[config.mk]
export PLATFORM = sky130hd
export DESIGN_NAME = alu_issue
export DESIGN_NICKNAME = d
export VERILOG_FILES = /design/src/rtl/alu_pkg.sv /design/src/rtl/rv32_alu_decode.sv /design/src/rtl/alu_issue.sv
export SDC_FILE = /design/constraint.sdc
export NUM_CORES = 1
export LEC_CHECK = 0
export ABC_CLOCK_PERIOD_IN_PS = 2750
export CORE_ASPECT_RATIO = 1.75
export CORE_MARGIN = 5
export CORE_UTILIZATION = 30
export CTS_CLUSTER_SIZE = 16
export DETAILED_ROUTE_END_ITERATION = 16
export PLACE_DENSITY = 0.71
export SKIP_CTS_REPAIR_TIMING = 1
export SYNTH_ARGS = -nofsm -noshare
export SYNTH_HDL_FRONTEND = slang
export SYNTH_SLANG_ARGS = --single-unit
[constraint.sdc]
create_clock -name clk -period 2.75 [get_ports clk]
set_input_delay 0.55 -clock clk [delete_from_list [all_inputs] [get_ports clk]]
set_output_delay 0.55 -clock clk [all_outputs]
set_load 0.1 [all_outputs]
[src/rtl/alu_pkg.sv]
// Shared ALU definitions: 4-bit function codes and RV32I opcodes.
// Used by the issue stage, its decoder and the ALU itself.
package alu_pkg;

    localparam logic [3:0] ALU_ADD  = 4'd0;
    localparam logic [3:0] ALU_SUB  = 4'd1;
    localparam logic [3:0] ALU_AND  = 4'd2;
    localparam logic [3:0] ALU_OR   = 4'd3;
    localparam logic [3:0] ALU_XOR  = 4'd4;
    localparam logic [3:0] ALU_SLT  = 4'd5;
    localparam logic [3:0] ALU_SLTU = 4'd6;
    localparam logic [3:0] ALU_SLL  = 4'd7;
    localparam logic [3:0] ALU_SRL  = 4'd8;
    localparam logic [3:0] ALU_SRA  = 4'd9;

    localparam logic [6:0] OPC_OP     = 7'b0110011;
    localparam logic [6:0] OPC_OP_IMM = 7'b0010011;
    localparam logic [6:0] OPC_LUI    = 7'b0110111;
    localparam logic [6:0] OPC_AUIPC  = 7'b0010111;

    localparam logic [6:0] F7_BASE = 7'h00;
    localparam logic [6:0] F7_ALT  = 7'h20;

endpackage

[src/rtl/rv32_alu_decode.sv]
// Combinational RV32I integer-compute decoder (OP, OP-IMM, LUI, AUIPC).
// Ports: inst/pc/rs1_data/rs2_data in; a, b, func, rd, reg_we, illegal out.
module rv32_alu_decode
    import alu_pkg::*;
(
    input  logic [31:0] inst,
    input  logic [31:0] pc,
    input  logic [31:0] rs1_data,
    input  logic [31:0] rs2_data,
    output logic [31:0] a,
    output logic [31:0] b,
    output logic [3:0]  func,
    output logic [4:0]  rd,
    output logic        reg_we,
    output logic        illegal
);

    logic [6:0]  opc;
    logic [2:0]  f3;
    logic [6:0]  f7;
    logic [31:0] imm_i;
    logic [31:0] imm_u;
    logic [31:0] shamt;
    logic [31:0] a_d;
    logic [31:0] b_d;
    logic [3:0]  func_d;
    logic [3:0]  f3_func;
    logic        bad;

    assign opc   = inst[6:0];
    assign f3    = inst[14:12];
    assign f7    = inst[31:25];
    assign imm_i = {{20{inst[31]}}, inst[31:20]};
    assign imm_u = {inst[31:12], 12'b0};
    assign shamt = {27'b0, inst[24:20]};

    // Base function selected by funct3 alone (f7=00 variants).
    always_comb begin
        f3_func = ALU_ADD;
        case (f3)
            3'b000:  f3_func = ALU_ADD;
            3'b001:  f3_func = ALU_SLL;
            3'b010:  f3_func = ALU_SLT;
            3'b011:  f3_func = ALU_SLTU;
            3'b100:  f3_func = ALU_XOR;
            3'b101:  f3_func = ALU_SRL;
            3'b110:  f3_func = ALU_OR;
            default: f3_func = ALU_AND;
        endcase
    end

    always_comb begin
        a_d    = '0;
        b_d    = '0;
        func_d = ALU_ADD;
        bad    = 1'b0;
        case (opc)
            OPC_OP: begin
                a_d = rs1_data;
                b_d = rs2_data;
                if (f7 == F7_BASE) begin
                    func_d = f3_func;
                end else if (f7 == F7_ALT && f3 == 3'b000) begin
                    func_d = ALU_SUB;
                end else if (f7 == F7_ALT && f3 == 3'b101) begin
                    func_d = ALU_SRA;
                end else begin
                    bad = 1'b1;
                end
            end
            OPC_OP_IMM: begin
                a_d    = rs1_data;
                b_d    = imm_i;
                func_d = f3_func;
                // Shift immediates carry f7 in imm[11:5] and use only shamt.
                if (f3 == 3'b001 || f3 == 3'b101) begin
                    b_d = shamt;
                    if (f7 == F7_ALT && f3 == 3'b101) begin
                        func_d = ALU_SRA;
                    end else if (f7 != F7_BASE) begin
                        bad = 1'b1;
                    end
                end
            end
            OPC_LUI: begin
                b_d = imm_u;
            end
            OPC_AUIPC: begin
                a_d = pc;
                b_d = imm_u;
            end
            default: bad = 1'b1;
        endcase
    end

    // Illegal entries present a harmless zeroed ALU op with no writeback.
    assign a       = bad ? '0 : a_d;
    assign b       = bad ? '0 : b_d;
    assign func    = bad ? ALU_ADD : func_d;
    assign rd      = inst[11:7];
    assign reg_we  = !bad && (inst[11:7] != 5'd0);
    assign illegal = bad;

endmodule

[src/rtl/alu_issue.sv]
// ID/EX issue stage: decodes one instruction and holds it in a single-entry
// register with valid/ready handshake, stall and flush toward the ALU.
// Ports: clk, reset, in_valid/in_ready, inst, pc, rs1_data, rs2_data, flush,
// out_valid/out_ready, alu_a, alu_b, alu_func, rd, reg_we, illegal, pc_out.
module alu_issue
    import alu_pkg::*;
#(
    parameter int XLEN = 32
) (
    input  logic            clk,
    input  logic            reset,
    input  logic            in_valid,
    output logic            in_ready,
    input  logic [31:0]     inst,
    input  logic [XLEN-1:0] pc,
    input  logic [XLEN-1:0] rs1_data,
    input  logic [XLEN-1:0] rs2_data,
    input  logic            flush,
    output logic            out_valid,
    input  logic            out_ready,
    output logic [XLEN-1:0] alu_a,
    output logic [XLEN-1:0] alu_b,
    output logic [3:0]      alu_func,
    output logic [4:0]      rd,
    output logic            reg_we,
    output logic            illegal,
    output logic [XLEN-1:0] pc_out
);

    if (XLEN != 32) begin : g_bad_xlen
        $error("alu_issue: only XLEN=32 is supported");
    end

    logic [31:0] dec_a;
    logic [31:0] dec_b;
    logic [3:0]  dec_func;
    logic [4:0]  dec_rd;
    logic        dec_we;
    logic        dec_bad;
    logic        accept;

    rv32_alu_decode u_dec (
        .inst     (inst),
        .pc       (pc),
        .rs1_data (rs1_data),
        .rs2_data (rs2_data),
        .a        (dec_a),
        .b        (dec_b),
        .func     (dec_func),
        .rd       (dec_rd),
        .reg_we   (dec_we),
        .illegal  (dec_bad)
    );

    assign in_ready = !out_valid || out_ready;
    assign accept   = in_valid && in_ready && !flush;

    always_ff @(posedge clk) begin
        if (reset) begin
            out_valid <= 1'b0;
            alu_a     <= '0;
            alu_b     <= '0;
            alu_func  <= ALU_ADD;
            rd        <= '0;
            reg_we    <= 1'b0;
            illegal   <= 1'b0;
            pc_out    <= '0;
        end else if (flush) begin
            out_valid <= 1'b0;
        end else if (accept) begin
            out_valid <= 1'b1;
            alu_a     <= dec_a;
            alu_b     <= dec_b;
            alu_func  <= dec_func;
            rd        <= dec_rd;
            reg_we    <= dec_we;
            illegal   <= dec_bad;
            pc_out    <= pc;
        end else if (out_valid && out_ready) begin
            out_valid <= 1'b0;
        end
    end

endmodule
### Metal 1, run 1

Scale: 3 px per µm. Supply wires on this layer in gray.
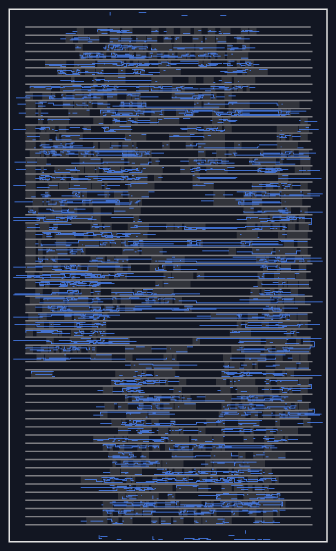
longest straight run: 41.9 µm
share of all routed wire: 38%
wire length on this layer: 6620 µm
main direction: horizontal
met1 global-route usage: 19.1%
Vias: 4902
final wirelength: 17300 µm

### M2 wires, run 1

Scale: 3 px per µm.
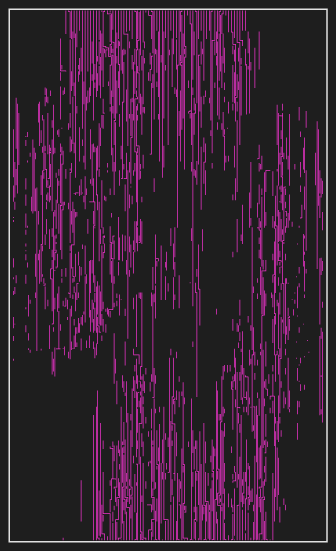
longest straight run: 64.3 µm
nets with wire on the layer: 760
wire length on this layer: 9310 µm
main direction: vertical
met2 usage: 32.4%

### M3 wires, run 1

Scale: 4 px per µm.
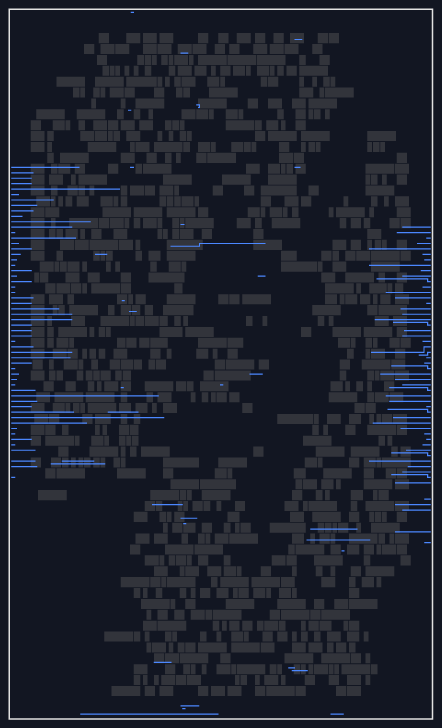
main direction: horizontal
wire length on this layer: 958 µm
longest straight run: 37.9 µm
share of all routed wire: 5.5%
nets with wire on the layer: 129
met3 Track Usage GR: 3.83%

==> results_slide.txt, run 1 <==
Implementation Results

Outcome
  – Status: completed

Drt
  – Top Metal Used: met4
  – # DRC: 0
  – Met3 Routed Length: 958 µm

Power and ir drop
  – Top pwr grp: sequential cells
  – Clock share of power: 34.9%
  – Cell leakage power: 2.94 nW
  – Power, Total: 3.62 mW

STA
  – Final setup TNS: 0 ns
  – Final setup margin: 0.483 ns
  – Fmax: 441 MHz
  – Final setup viols: 0
  – RSZ-0062 raised after global routing: false
  – Actual slew at the worst max-slew pin: 0.774 ns

Synthesis
  – Commonest cells post-synth: nand2_1, a21oi_1, dfxtp_1
  – Dominant register cell: dfxtp_1
  – FFs w/ async S/R, synth: 0%
  – Unique masters post-synth: 37
  – Synth Seq Share: 45.2%

Job
  – Max-cap violation count: 0

GRT
  – Global-route wire length before repair: 25700 µm

Cells and area
  – # clk buffers: 9
  – Layout area overhead: 55.0%
  – Final-stage net count: 959

Setup path
  – CP Data Required Time: 2.94 ns
  – R2R depth: 6

Floorplanning
  – Core area: 15800 µm²
  – Die width: 105 µm

CTS
  – TritonCTS Buffers: 9
  – H-tree Lvls: 3
  – CTS sink cnt: 108
  – Max clock buf depth: 2

Worst hold path
  – Worst Hold Path EP: alu_a[25]
### Routing congestion, run 1

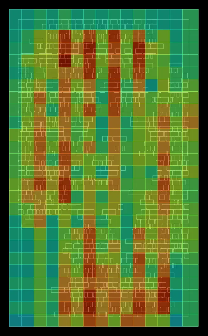

==> inputs of run 2 (changes only) <==
--- a/config.mk
+++ b/config.mk
@@ -5,13 +5,13 @@
 export SDC_FILE = /design/constraint.sdc
 export NUM_CORES = 1
 export LEC_CHECK = 0
-export ABC_CLOCK_PERIOD_IN_PS = 2750
+export ABC_CLOCK_PERIOD_IN_PS = 1800
 export CORE_ASPECT_RATIO = 1.75
 export CORE_MARGIN = 5
 export CORE_UTILIZATION = 30
 export CTS_CLUSTER_SIZE = 16
 export DETAILED_ROUTE_END_ITERATION = 16
-export PLACE_DENSITY = 0.71
+export PLACE_DENSITY = 0.73
 export SKIP_CTS_REPAIR_TIMING = 1
 export SYNTH_ARGS = -nofsm -noshare
 export SYNTH_HDL_FRONTEND = slang
==> constraint.sdc (replaced) <==
create_clock -name clk -period 1.8 [get_ports clk]
set_input_delay 0.36 -clock clk [delete_from_list [all_inputs] [get_ports clk]]
set_output_delay 0.36 -clock clk [all_outputs]
set_load 0.1 [all_outputs]
### Routing congestion, run 2

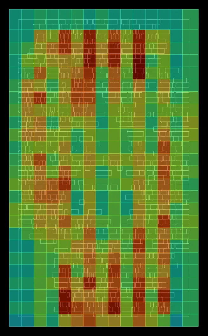
met2 usage: 35.1%
met3 Track Usage GR: 3.80%
wire length per cell: 17.1 µm
Most Crowded Layer GR: met2

### Metal 1, run 2

Scale: 3 px per µm. Supply wires on this layer in gray.
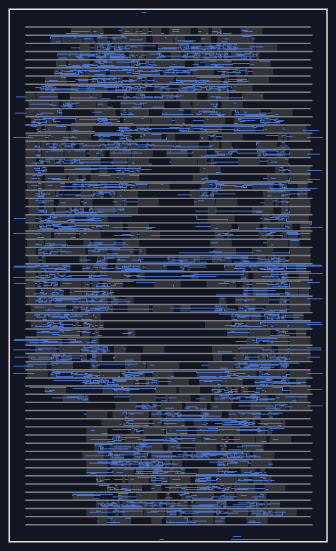
longest straight run: 36.3 µm
main direction: horizontal
met1 global-route usage: 18.4%
Vias: 5071

==> run 2 against run 1 <==
Against the previous run:
- worst hold slack lost 0.011 ns
- first-iteration DRC count shrank 25%
- sequential share of layout area fell by 5.7 points
- register-to-register slack got worse by 0.63 ns
- via count increased by 3.4%
- clock skew increased by 0.0010 ns
- highest routed layer is now met5
- sequential power is 54% higher
- critical path depth grew 3
- power is 63% higher
==> results_slide.txt, run 2 <==
Implementation Results

Floorplanning
  – Core area: 15800 µm² (unchanged)
  – Die width: 105 µm (unchanged)
  – Top-Level Pins: 242 (unchanged)

Drt
  – WL met1: 6220 µm (was 6620 µm)
  – ANT nets after route: 0 (unchanged)
  – # DRC: 0 (unchanged)
  – Top Metal Used: met5 (was met4)
  – DRT Pass-1 Iters: 4 (unchanged)
  – Met3 Routed Length: 927 µm (was 958 µm)

Setup path
  – R2R depth: 7 (was 6)
  – CP Data Required Time: 2.06 ns (was 2.94 ns)
  – Startpoint types: input port (unchanged)

CTS
  – TritonCTS Buffers: 9 (unchanged)
  – CTS sink cnt: 108 (unchanged)
  – Max clock buf depth: 2 (unchanged)
  – H-tree Lvls: 3 (unchanged)

Cells and area
  – Largest regs: alu_a (32), alu_b (32), pc_out (32) (unchanged)
  – # clk buffers: 11 (was 9)
  – Bufs w/o clock: 289 (was 262)
  – Final-stage net count: 986 (was 959)
  – Layout area overhead: 93.3% (was 55.0%)

Synthesis
  – Dominant register cell: dfxtp_1 (unchanged)
  – Unique masters post-synth: 37 (unchanged)
  – Chip area in the Yosys report: 4780 µm² (unchanged)
  – # Cells Yosys: 604 (unchanged)
  – Commonest cells post-synth: nand2_1, a21oi_1, dfxtp_1 (unchanged)
  – FFs w/ async S/R, synth: 0% (unchanged)
  – Synth Seq Share: 45.2% (unchanged)

Power and ir drop
  – Cell leakage power: 3.58 nW (was 2.94 nW)
  – Clock share of power: 35.8% (was 34.9%)
  – Top pwr grp: sequential cells (unchanged)
  – Power, Total: 5.90 mW (was 3.62 mW)

Worst hold path
  – Worst Hold Path EP: alu_b[25] (was alu_a[25])

STA
  – Final setup TNS: 0 ns (unchanged)
  – Final setup viols: 0 (unchanged)
  – Final setup margin: 0.0180 ns (was 0.483 ns)
  – Fmax: 561 MHz
  – Actual slew at the worst max-slew pin: 0.398 ns (was 0.774 ns)

GRT
  – Global-route wire length before repair: 27000 µm (was 25700 µm)

Job
  – Max-cap violation count: 0 (unchanged)

Outcome
  – Status: completed (unchanged)
### M2 wires, run 2

Scale: 3 px per µm.
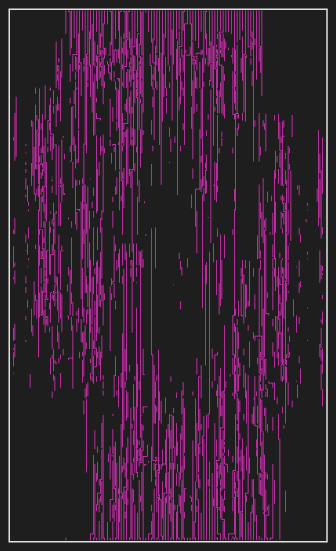
wire length on this layer: 9940 µm
nets with wire on the layer: 801
main direction: vertical
share of all routed wire: 55%
final wirelength: 17900 µm

Power is estimated from default activity; no workload was simulated.
